===== src/rtl/sipo_pkg.sv =====
// Shared types and helpers for the serial-to-parallel frame controller.
package sipo_pkg;

  typedef enum logic {
    IDLE  = 1'b0,
    SHIFT = 1'b1
  } sipo_state_t;

  function automatic int cnt_width(input int width);
    return $clog2(width + 1);
  endfunction

endpackage


===== src/rtl/sipo_shift_en.sv =====
// Serial-in shift register. A load restarts the register from the incoming
// first bit; otherwise each enabled cycle shifts the bit in at the LSB.
module sipo_shift_en #(
  parameter int WIDTH = 4
) (
  input  logic             clk,
  input  logic             reset_n,
  input  logic             i_en,
  input  logic             i_load,
  input  logic             i_bit,
  output logic [WIDTH-1:0] o_sr
);

  logic [WIDTH-1:0] r_sr;

  always_ff @(posedge clk or negedge reset_n) begin
    if (!reset_n) begin
      r_sr <= '0;
    end else if (i_en) begin
      if (i_load) begin
        r_sr <= {{(WIDTH-1){1'b0}}, i_bit};
      end else begin
        r_sr <= {r_sr[WIDTH-2:0], i_bit};
      end
    end
  end

  assign o_sr = r_sr;

endmodule


===== src/rtl/sipo_frame_ctrl.sv =====
// Frame controller: aligns serial bits to SOF, counts bits per word and hands
// completed words to a consumer through a one-entry valid/ready register.
module sipo_frame_ctrl
  import sipo_pkg::*;
#(
  parameter  int WIDTH = 4,
  localparam int CNT_W = cnt_width(WIDTH)
) (
  input  logic             clk,
  input  logic             reset_n,
  input  logic             ser_in,
  input  logic             ser_valid,
  input  logic             ser_sof,
  output logic [WIDTH-1:0] out_data,
  output logic             out_valid,
  input  logic             out_ready,
  output logic             busy,
  output logic [CNT_W-1:0] bit_cnt,
  output logic             sync_err,
  output logic             overrun,
  input  logic             clr_overrun
);

  sipo_state_t      r_state;
  sipo_state_t      w_next_state;
  logic [CNT_W-1:0] r_bit_cnt;
  logic [CNT_W-1:0] w_next_cnt;
  logic [WIDTH-1:0] w_sr;
  logic [WIDTH-1:0] w_word;
  logic [WIDTH-1:0] r_out_data;
  logic             r_out_valid;
  logic             r_sync_err;
  logic             r_overrun;
  logic             w_sof;
  logic             w_in_shift;
  logic             w_complete;
  logic             w_resync;
  logic             w_load_ok;
  logic             w_unused_msb;

  assign w_sof      = ser_valid & ser_sof;
  assign w_in_shift = (r_state == SHIFT);
  assign w_resync   = w_in_shift & w_sof;
  assign w_complete = w_in_shift & ser_valid & ~ser_sof &
                      (r_bit_cnt == CNT_W'(WIDTH - 1));
  assign w_word     = {w_sr[WIDTH-2:0], ser_in};
  assign w_load_ok  = ~r_out_valid | out_ready;

  // The stored MSB is the bit that falls out when the word completes.
  assign w_unused_msb = w_sr[WIDTH-1];

  sipo_shift_en #(
    .WIDTH (WIDTH)
  ) u_shift (
    .clk     (clk),
    .reset_n (reset_n),
    .i_en    (ser_valid),
    .i_load  (w_sof),
    .i_bit   (ser_in),
    .o_sr    (w_sr)
  );

  always_ff @(posedge clk or negedge reset_n) begin
    if (!reset_n) begin
      r_state   <= IDLE;
      r_bit_cnt <= '0;
    end else begin
      r_state   <= w_next_state;
      r_bit_cnt <= w_next_cnt;
    end
  end

  // SOF inside a frame is always a resync, never a completion.
  always_comb begin
    w_next_state = r_state;
    w_next_cnt   = r_bit_cnt;
    case (r_state)
      IDLE: begin
        if (w_sof) begin
          w_next_state = SHIFT;
          w_next_cnt   = CNT_W'(1);
        end
      end
      SHIFT: begin
        if (w_sof) begin
          w_next_cnt = CNT_W'(1);
        end else if (w_complete) begin
          w_next_state = IDLE;
          w_next_cnt   = '0;
        end else if (ser_valid) begin
          w_next_cnt = r_bit_cnt + CNT_W'(1);
        end
      end
      default: begin
        w_next_state = IDLE;
        w_next_cnt   = '0;
      end
    endcase
  end

  always_comb begin
    busy = (r_state == SHIFT);
  end

  // A pop and a load in the same cycle keep out_valid high with the new word.
  always_ff @(posedge clk or negedge reset_n) begin
    if (!reset_n) begin
      r_out_data  <= '0;
      r_out_valid <= 1'b0;
    end else if (w_complete && w_load_ok) begin
      r_out_data  <= w_word;
      r_out_valid <= 1'b1;
    end else if (r_out_valid && out_ready) begin
      r_out_valid <= 1'b0;
    end
  end

  always_ff @(posedge clk or negedge reset_n) begin
    if (!reset_n) begin
      r_sync_err <= 1'b0;
      r_overrun  <= 1'b0;
    end else begin
      r_sync_err <= w_resync;
      if (w_complete && !w_load_ok) begin
        r_overrun <= 1'b1;
      end else if (clr_overrun) begin
        r_overrun <= 1'b0;
      end
    end
  end

  assign out_data  = r_out_data;
  assign out_valid = r_out_valid;
  assign bit_cnt   = r_bit_cnt;
  assign sync_err  = r_sync_err;
  assign overrun   = r_overrun;

endmodule


===== config.mk =====
export PLATFORM = sky130hd
export DESIGN_NAME = sipo_frame_ctrl
export DESIGN_NICKNAME = d
export VERILOG_FILES = /design/src/rtl/sipo_pkg.sv /design/src/rtl/sipo_shift_en.sv /design/src/rtl/sipo_frame_ctrl.sv
export SDC_FILE = /design/constraint.sdc
export NUM_CORES = 1
export LEC_CHECK = 0
export CAP_MARGIN = 20
export CORE_MARGIN = 5
export CORE_UTILIZATION = 45
export DETAILED_ROUTE_END_ITERATION = 8
export HOLD_SLACK_MARGIN = 0.1
export PLACE_DENSITY = 0.83
export SETUP_SLACK_MARGIN = 0.02
export SLEW_MARGIN = 20
export SYNTH_ARGS = -nofsm -noshare
export SYNTH_HDL_FRONTEND = slang
export SYNTH_SLANG_ARGS = --single-unit

===== constraint.sdc =====
create_clock -name clk -period 2.8 [get_ports clk]
set_input_delay 0.42 -clock clk [delete_from_list [all_inputs] [get_ports clk]]
set_output_delay 0.42 -clock clk [all_outputs]
set_load 0.02 [all_outputs]

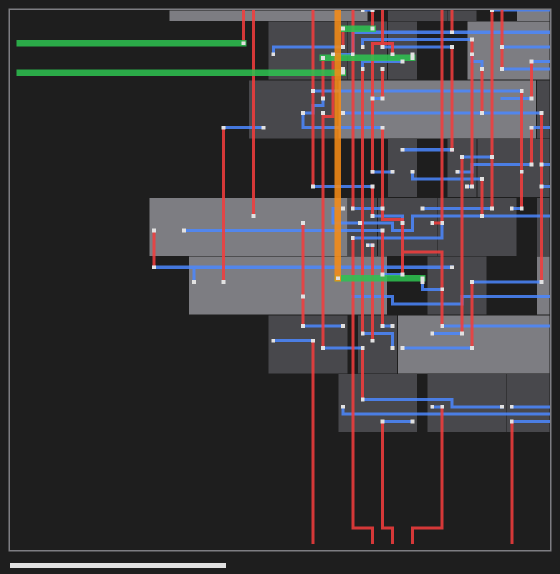
Run 1: a small window of the routed layout
The bar under the picture is 10 um long. Window x 0 to 25, y 0 to 25 um. Cells in gray, sequential cells in the stronger gray; small squares are vias.
[red] M2
[blue] M1
[green] M3
[orange] M4
most frequent: clkdlybuf4s50_1 (6), dfrtp_1 (4)
sequential cells in the window: 4
netlist names of flops here include: u_shift.o_sr (3), out_data (1)
cells with their middle in the window: 20

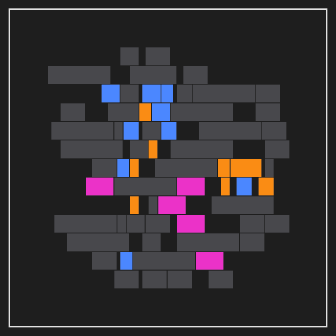
Run 1: gate families picked out
[magenta] mux cells | cells: 5
[blue] aoi and oai cells | cells: 9
[orange] nand cells | cells: 8

==> results_slide.txt, run 1 <==
Implementation Results

Yosys
  – Syn_nets: 56
  – Cell count in the Yosys report: 48
  – Register share after synthesis: 0.593
  – Top cells, area: dfrtp_1 59%, mux2_2 9.5%, nor3b_4 3.2%
  – Synth area leader: dfrtp_1

Layout
  – Logic inverters: 4
  – Flop count: 14
  – Final Cell Area: 793 um^2
  – Largest register FFs: 4
  – Most common logic cells in the final layout: 17 x clkdlybuf4s50_1, 14 x dfrtp_1, 5 x mux2_2, 4 x inv_1, 4 x nand2_1
  – Clock Network Area Fraction: 0.0284
  – Comb area: 216 um^2
  – CLK BUF: 3

Timing
  – Skew final: 0.00172 ns
  – Final min period: 1.89 ns
  – Top achievable clock speed: 528 MHz

Worst hold path
  – Worst hold start: u_shift.o_sr[2]
  – Hold WC Path Type: reg2reg

Detailed routing
  – Wire length per cell: 15.7 um
  – Met2 wire len: 614 um
  – 1st-pass router iterations: 4
  – Number of remaining DRC errors: 0
  – Via count: 442

Status
  – Status: finished, final reports clean

Clocking
  – Number of CTS-inserted buffers: 3
  – CTS Buffer Depth: 2
  – # clock sinks: 14
  – TritonCTS clock tree: yes
  – Post-CTS Setup Bufs: 0

Place
  – Setup WS pre-CTS: 0.853 ns
  – Placed inst area: 771 um^2

Power and ir drop
  – Switching fraction of total power: 0.345
  – Clock network power: 0.111 mW

Die
  – I/O pin count: 18
  – DIE HEIGHT: 46.2 um
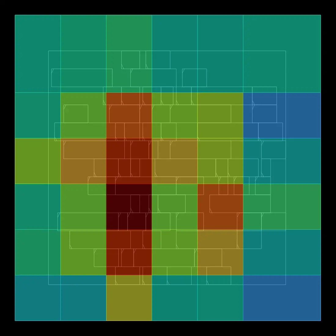
Run 1: routing congestion
GRT Total Usage: 0.137
routing usage on met3: 0.0352
Top Usage Layer GRT: met2
GRT met2 Usage: 0.220

Run 1, nets reached from selected ports:
The bar under the picture is 10 um long.
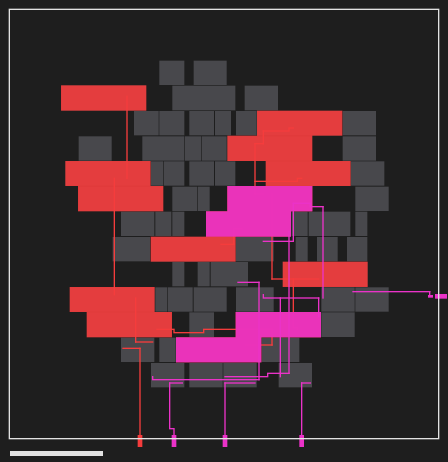

## Run 2: what changed since run 1
CORE_UTILIZATION = 43   (was 45)
PLACE_DENSITY = 0.8   (was 0.83)
clock period = 1.8 ns   (was 2.8 ns; I/O delays follow)
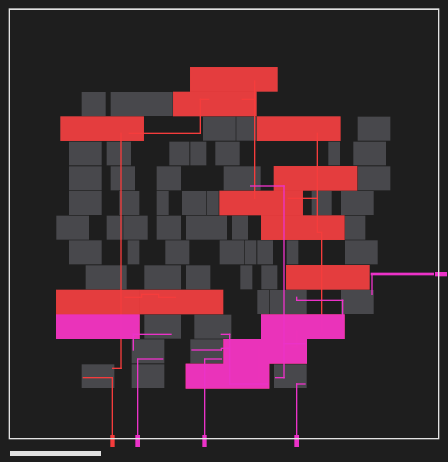
Run 2: nets reached from selected ports
The bar under the picture is 10 um long.
[magenta] out_data | bits: 4 | direction: output | end cells: 4 | wire: 92.7 um
[red] reset_n | bits: 1 | direction: input | end cells: 14 | wire: 101 um

==> run 2 against run 1 <==
Via count down 2.5%. Cell count up 2.5%. Synthesized cell count unchanged. Power up 54%. Clock skew up 0.00056 ns. Combinational power up 54%. Final area up 2.1%. Setup slack worse by 0.74 ns. Count of clock-buffer cells in the layout unchanged. Global-route usage down 0.98 points. Die size up 3.6%. Clock power up 46%. Largest cell class unchanged. Largest power group unchanged.
==> results_slide.txt, run 2 <==
Implementation Results

Detailed routing
  – Met2 wire len: 548 um (-11%)
  – 1st-pass router iterations: 4 (unchanged)
  – Overall routed net length: 1120 um
  – Post-Route M1 WL: 517 um
  – Vias per inst: 5.19
  – DR iter-0 viols: 6
  – Number of remaining DRC errors: 0 (unchanged)
  – Via count: 431 (-2.5%)
  – Top sig layer: met3

Timing
  – Skew final: 0.00228 ns (+0.000558 ns)
  – Final Hold Violation Tally: 0
  – Hold_ws: 0.383 ns
  – Top achievable clock speed: 613 MHz
  – Slew margin rel.: 0.595
  – Final min period: 1.63 ns

Layout
  – Most common logic cells in the final layout: 17 x clkdlybuf4s50_1, 13 x dfrtp_1, 5 x mux2_2, 4 x inv_1, 4 x nand2_1
  – Logic inverters: 4 (unchanged)
  – Count of non-CTS buffers in the layout: 19
  – Flop count: 14 (unchanged)
  – Top logic cell by instance count in the layout: clkdlybuf4s50_1
  – Largest register FFs: 4 (unchanged)
  – Post-Layout Cell Count: 83
  – Clock Network Area Fraction: 0.0278 (-0.000570)
  – CLK BUF: 3 (unchanged)
  – Comb/total area: 0.267
  – Final Cell Area: 810 um^2 (+2.1%)
  – Comb area: 216 um^2 (unchanged)
  – N_diodes: 0

GRT
  – Top Usage Layer GRT: met2
  – GRT met2 Usage: 0.214 (-0.00569)
  – GRT Total Usage: 0.128 (-0.00976)

Power and ir drop
  – Clock network power: 0.162 mW (+46%)
  – Comb pwr share: 0.405
  – Switching fraction of total power: 0.333 (-0.0115)
  – NetSw: 0.350 mW

Run
  – Tool warnings: 26

Die
  – DIE HEIGHT: 47.1 um (+1.8%)
  – I/O pin count: 18 (unchanged)

Yosys
  – Max-area cell share: 0.593
  – Adder share: 0.0212
  – Syn_nets: 56 (unchanged)
  – Register share after synthesis: 0.593 (unchanged)
  – Cell count in the Yosys report: 48 (unchanged)
  – Synth area leader: dfrtp_1
  – Top cells, area: dfrtp_1 59%, mux2_2 9.5%, nor3b_4 3.2%
  – Ys flops: 14

Clocking
  – Post-CTS Setup Bufs: 0 (unchanged)
  – TritonCTS clock tree: yes
  – CTS hold repair buffers: 0
  – Worst skew pair latency: 0.26 ns
  – CTS Buffer Depth: 2 (unchanged)
  – Number of CTS-inserted buffers: 3 (unchanged)
  – # clock sinks: 14 (unchanged)

Worst setup path
  – Crit path DRT: 1.53 ns
  – Worst Setup Start Kind: register
  – Worst R2R Setup Slack: 0.27 ns
  – CP endpoint: busy

Place
  – Gp weighted congestion: 0.684
  – Setup WS pre-CTS: 0.109 ns (-0.744 ns)
  – Placed inst area: 786 um^2 (+1.9%)

Status
  – Status: finished, final reports clean

Worst hold path
  – Hold WC Path Type: in2async
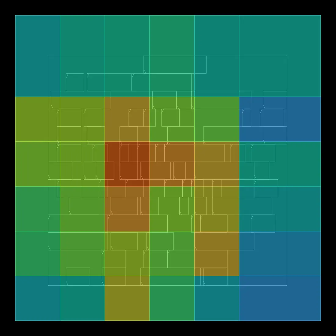
Run 2: routing congestion
routing usage on met3: 0.0345
wire length per cell: 13.5 um

Power figures rest on the tool's default switching activity, not on a simulated workload.
